<file path="src/rtl/inv_add_round_key_stage_pkg.sv">
// Shared constants and types for the inverse AddRoundKey stage.
package inv_add_round_key_stage_pkg;

  localparam int AES_STATE_W = 128;
  localparam int AES_NR_128  = 10;

  typedef logic [3:0] round_idx_t;

  // InvMixColumns follows every middle round, never the first or final one
  function automatic logic mix_en_for(round_idx_t r, round_idx_t nr);
    return (r != 4'd0) && (r < nr);
  endfunction

endpackage

</file>
<file path="src/rtl/inv_add_round_key_stage_if.sv">
// Upstream state stream and downstream keyed-state stream of the stage.
interface inv_add_round_key_stage_if;
  import inv_add_round_key_stage_pkg::*;

  logic                   in_valid;
  logic                   in_ready;
  logic [AES_STATE_W-1:0] in_data;
  round_idx_t             in_round;
  logic                   out_valid;
  logic                   out_ready;
  logic [AES_STATE_W-1:0] out_data;
  logic                   out_mix_en;
  logic                   out_last;

  modport slave (
    input  in_valid, in_data, in_round, out_ready,
    output in_ready, out_valid, out_data, out_mix_en, out_last
  );

  modport master (
    output in_valid, in_data, in_round, out_ready,
    input  in_ready, out_valid, out_data, out_mix_en, out_last
  );
endinterface

</file>
<file path="src/rtl/aes_skid_reg.sv">
// Output register plus one-entry skid buffer; in_ready depends only on local state.
module aes_skid_reg #(
  parameter int W = 130
) (
  input  logic         clk,
  input  logic         rst,
  input  logic         in_valid,
  output logic         in_ready,
  input  logic [W-1:0] in_data,
  output logic         out_valid,
  input  logic         out_ready,
  output logic [W-1:0] out_data
);

  logic         out_valid_q, out_valid_d;
  logic [W-1:0] out_data_q,  out_data_d;
  logic         skid_full_q, skid_full_d;
  logic [W-1:0] skid_data_q, skid_data_d;
  logic         out_fire;
  logic         push;

  always_comb begin
    out_valid_d = out_valid_q;
    out_data_d  = out_data_q;
    skid_full_d = skid_full_q;
    skid_data_d = skid_data_q;
    out_fire    = out_valid_q && out_ready;
    push        = in_valid && !skid_full_q;

    if (skid_full_q) begin
      if (out_fire) begin
        out_data_d  = skid_data_q;
        skid_full_d = 1'b0;
      end
    end else if (push) begin
      // empty or draining output register takes the new state directly
      if (!out_valid_q || out_fire) begin
        out_data_d  = in_data;
        out_valid_d = 1'b1;
      end else begin
        skid_data_d = in_data;
        skid_full_d = 1'b1;
      end
    end else if (out_fire) begin
      out_valid_d = 1'b0;
    end
  end

  always_ff @(posedge clk) begin
    if (rst) begin
      out_valid_q <= 1'b0;
      out_data_q  <= '0;
      skid_full_q <= 1'b0;
      skid_data_q <= '0;
    end else begin
      out_valid_q <= out_valid_d;
      out_data_q  <= out_data_d;
      skid_full_q <= skid_full_d;
      skid_data_q <= skid_data_d;
    end
  end

  assign in_ready  = !skid_full_q;
  assign out_valid = out_valid_q;
  assign out_data  = out_data_q;

endmodule

</file>
<file path="src/rtl/inv_add_round_key_stage.sv">
// Inverse-cipher AddRoundKey: XORs the state with a stored round key and tags
// whether InvMixColumns follows and whether this was the final round.
module inv_add_round_key_stage
  import inv_add_round_key_stage_pkg::*;
#(
  parameter int NR = AES_NR_128
) (
  input  logic                   clk,
  input  logic                   rst,
  input  logic                   key_we,
  input  round_idx_t             key_idx,
  input  logic [AES_STATE_W-1:0] key_data,
  inv_add_round_key_stage_if.slave s,
  output logic                   err_bad_round
);

  localparam round_idx_t NR_IDX = round_idx_t'(NR);
  localparam int PAYLOAD_W = AES_STATE_W + 2;

  logic [AES_STATE_W-1:0] key_q [NR+1];
  logic [AES_STATE_W-1:0] key_d [NR+1];
  logic                   err_bad_round_q, err_bad_round_d;
  logic [AES_STATE_W-1:0] rd_key;
  logic                   round_ok;
  logic                   skid_in_ready;
  logic [PAYLOAD_W-1:0]   in_payload;
  logic [PAYLOAD_W-1:0]   out_payload;

  // key read sees pre-edge contents, so a same-cycle write applies from the next state
  always_comb begin
    key_d = key_q;
    if (key_we && (key_idx <= NR_IDX)) key_d[key_idx] = key_data;
  end

  always_comb begin
    round_ok        = (s.in_round <= NR_IDX);
    rd_key          = round_ok ? key_q[s.in_round] : '0;
    in_payload      = {mix_en_for(s.in_round, NR_IDX), (s.in_round == 4'd0),
                       s.in_data ^ rd_key};
    err_bad_round_d = err_bad_round_q | (s.in_valid && skid_in_ready && !round_ok);
  end

  always_ff @(posedge clk) begin
    if (rst) begin
      for (int i = 0; i <= NR; i++) key_q[i] <= '0;
      err_bad_round_q <= 1'b0;
    end else begin
      key_q           <= key_d;
      err_bad_round_q <= err_bad_round_d;
    end
  end

  // bad-round states are accepted (ready is shared) but never pushed
  aes_skid_reg #(.W(PAYLOAD_W)) u_skid (
    .clk       (clk),
    .rst       (rst),
    .in_valid  (s.in_valid && round_ok),
    .in_ready  (skid_in_ready),
    .in_data   (in_payload),
    .out_valid (s.out_valid),
    .out_ready (s.out_ready),
    .out_data  (out_payload)
  );

  assign s.in_ready    = skid_in_ready;
  assign s.out_mix_en  = out_payload[PAYLOAD_W-1];
  assign s.out_last    = out_payload[PAYLOAD_W-2];
  assign s.out_data    = out_payload[AES_STATE_W-1:0];
  assign err_bad_round = err_bad_round_q;

endmodule

</file>
<file path="src/flat_wrapper.sv">
// flat-port wrapper written by rule: the top's interface ports become plain ports
module inv_add_round_key_stage_flat import inv_add_round_key_stage_pkg::*;
#(
  parameter int NR = AES_NR_128
)
  (clk, rst, key_we, key_idx, key_data, err_bad_round, s_in_valid, s_in_data, s_in_round, s_out_ready, s_in_ready, s_out_valid, s_out_data, s_out_mix_en, s_out_last);
  inv_add_round_key_stage_if s_i ();
  input  logic clk;
  input  logic rst;
  input  logic key_we;
  input  round_idx_t key_idx;
  input  logic [AES_STATE_W-1:0] key_data;
  output logic err_bad_round;
  input wire logic [$bits(s_i.in_valid)-1:0] s_in_valid;
  input wire logic [$bits(s_i.in_data)-1:0] s_in_data;
  input wire logic [$bits(s_i.in_round)-1:0] s_in_round;
  input wire logic [$bits(s_i.out_ready)-1:0] s_out_ready;
  output wire logic [$bits(s_i.in_ready)-1:0] s_in_ready;
  output wire logic [$bits(s_i.out_valid)-1:0] s_out_valid;
  output wire logic [$bits(s_i.out_data)-1:0] s_out_data;
  output wire logic [$bits(s_i.out_mix_en)-1:0] s_out_mix_en;
  output wire logic [$bits(s_i.out_last)-1:0] s_out_last;
  assign s_i.in_valid = s_in_valid;
  assign s_i.in_data = s_in_data;
  assign s_i.in_round = s_in_round;
  assign s_i.out_ready = s_out_ready;
  assign s_in_ready = s_i.in_ready;
  assign s_out_valid = s_i.out_valid;
  assign s_out_data = s_i.out_data;
  assign s_out_mix_en = s_i.out_mix_en;
  assign s_out_last = s_i.out_last;
  inv_add_round_key_stage #(.NR(NR)) u_core (.clk(clk), .rst(rst), .key_we(key_we), .key_idx(key_idx), .key_data(key_data), .s(s_i), .err_bad_round(err_bad_round));
endmodule
</file>
<file path="config.mk">
export PLATFORM = sky130hd
export DESIGN_NAME = inv_add_round_key_stage_flat
export DESIGN_NICKNAME = d
export VERILOG_FILES = /design/src/rtl/inv_add_round_key_stage_pkg.sv /design/src/rtl/inv_add_round_key_stage_if.sv /design/src/rtl/aes_skid_reg.sv /design/src/rtl/inv_add_round_key_stage.sv /design/src/flat_wrapper.sv
export SDC_FILE = /design/constraint.sdc
export NUM_CORES = 2
export LEC_CHECK = 0
export CAP_MARGIN = 25
export CORE_MARGIN = 2
export CORE_UTILIZATION = 55
export CTS_BUF_LIST = sky130_fd_sc_hd__clkbuf_8
export CTS_CLUSTER_DIAMETER = 100
export CTS_CLUSTER_SIZE = 24
export DETAILED_ROUTE_END_ITERATION = 8
export GPL_TIMING_DRIVEN = 0
export PLACE_DENSITY = 0.85
export SLEW_MARGIN = 10
export SYNTH_ARGS = -nofsm -noshare
export SYNTH_HDL_FRONTEND = slang
export SYNTH_HIERARCHICAL = 1
export SYNTH_SLANG_ARGS = --single-unit
</file>
<file path="constraint.sdc">
create_clock -name clk -period 3.4 [get_ports clk]
set_input_delay 0.68 -clock clk [delete_from_list [all_inputs] [get_ports clk]]
set_output_delay 0.68 -clock clk [all_outputs]
set_load 0.01 [all_outputs]
</file>
==> images/congestion_map.png <==
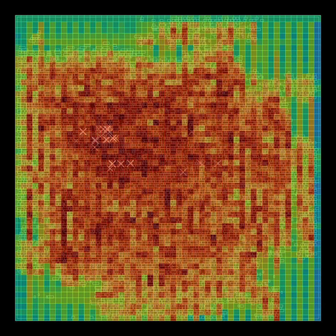
Avg WL per Cell: 25.58 um
fin util: 0.6135
GRT Total Usage: 0.4039
met1 Usage GRT: 0.4840

==> images/m3.png <==
Scale: 1 px per um.
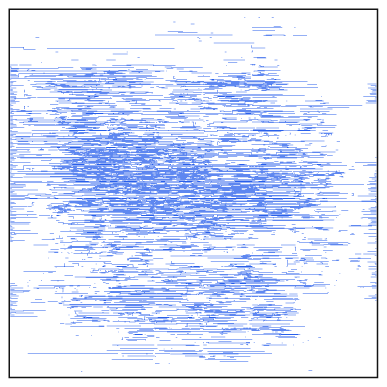
wire length on this layer: 44.8 mm
longest straight run: 192 um
share of all routed wire: 16%
nets with wire on the layer: 1539
main direction: horizontal
Detailed Route WL: 286600 um
met3 GRT Util: 0.1757

==> images/class_map.png <==
Scale: 1 px per um. Fill, decap, tap and diode cells in grey.
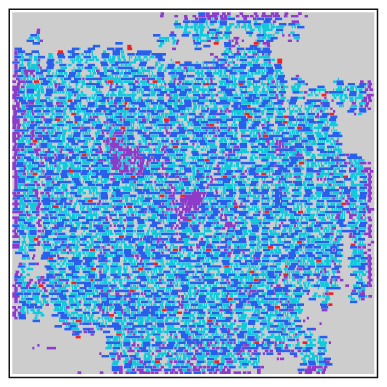
| colour | class | cells |
|---|---|---|
| purple | remaining buffers and delay cells | 1304 |
| blue | sequential cells | 1671 |
| red | clock drivers and dummy loads | 91 |
| cyan | remaining logic cells | 6344 |
cell row count: 133
register share of the cell area: 0.4164

## layer usage
metal / global-route usage / vias up
met1: 0.4840 / 33090
met2: 0.5723 / 5515
met3: 0.1757 / 1411
li1: - / 30880
met5: 0.006410 / -
met4: 0.2947 / 50
## placed cells by master (no fill, tap or decap), types with 7 or more instances in the layout
master           Yosys  layout
clkbuf_2             0      30
clkbuf_1           612     578
a211oi_1            31      31
buf_8                1       9
clkdlybuf4s50_1      0     398
buf_1               22      21
mux2i_1            770     770
buf_16               0       8
o2bb2ai_1           25      25
buf_4               39      39
buf_6               31      38
nor2_1             112     112
dfxtp_1           1671    1671
buf_2              182     175
a221oi_2            96      96
diode_2              0      41
a21oi_1           1670    1670
a211oi_2           100     100
clkbuf_8             0      82
nand2_1           3086    3086
a22oi_1            153     153
nor2b_1              7       7
xnor2_1            128     128
a221oi_1           135     135
## state kept, by name, indices dropped and copies added, names as in the netlist
| name | cells |
|---|---|
| u_core/u_skid/out_valid | 1 |
| u_core/u_skid/out_data | 130 |
| u_core/u_skid/skid_full_q | 1 |
| u_core/u_skid/skid_data_q | 130 |
| u_core/err_bad_round | 1 |
| u_core/key_q | 1408 |
## per-stage QoR
stage	utilization	worst slack, ns	power (mW)	instance area, um^2	cells
final	0.6135	-0.2231	33.58	80340	11210
after global routing	0.6131	0.01115	34.30	80290	11190
after CTS	0.6123	0.02762	33.25	80200	11170
after detailed placement	0.6029	-1.713	25.29	78950	11080
after global placement	0.5995	-1.654	25.16	78520	11060
after floorplan	-	0.6260	23.11	72340	8902
## layout make-up
class	count	area, um^2
clock buffer	81	1115
tap	1755	2196
multi-input combinational	6342	34940
antenna	41	102.6
fill	11060	50620
sequential	1671	33450
clock inverter	10	95.09
timing repair buffer	420	4414
buffer	884	4024
inverter	2	7.507
==> impl_metrics.ini <==
; physical design summary
[layout]
final_nets = 9670
area_growth_pct = 11.06
final_layout_size_suffix_gt1_frac = 0.06366

[min_path]
hold_path_class = input pin to flop
hold_depth = 3
hp-start = key_data[28]

[grt]
antenna_found_initial = 38
grt_max_degree = 25

[worst_setup_path]
cp_data_arrival_time_ns = 4.33
cpMaxStageDelayCell = clkdlybuf4s50_1
start_kind = input pin
startpoint = s_in_round[0]
end_kind = flop
r2r-end = u_core/u_skid/out_data[41]$_SDFFE_PP0P_
crit_fanout = 10

[route]
wl_met3_um = 44820
dr.max_layer_used = met5
drc = 113

[clocking]
post-cts-setup-buffers = 0
clk_latency_ns = 0.89
htree_num_levels = 3
clk_path_buf_depth = 3
cts.sinks = 1671

[status]
violations = design-rule violations, negative setup slack
status = finished with violations

[power_and_ir_drop]
p_leak_nw = 26.62
powerComb_mw = 4.97
p_int_mw = 23.88
powerDensity_mw_per_mm2 = 417.9
seq_power_share = 0.601
p_comb_frac = 0.148
ir_worst_vdd_v = 0.0003391
clkPwrFrac = 0.251

[final_timing]
setup_violations = 47
tightestPinTransition_ns = 1.325
setup_ws_ns = -0.2231
fmax_mhz = 276.0

[floorplan]
dieHeight_um = 366.7

[synthesis]
synth_warnings = 6
synth_area_leader_cell = dfxtp_1
syn_area_mm2 = 0.07234
aoi_share = 0.1914
ys_cells = 8902
yosysSeqAreaShare = 0.4624
syn_inst = 8902

[run]
tool_warnings = 30
No activity file was given, so power comes from the tool's default toggle rates.
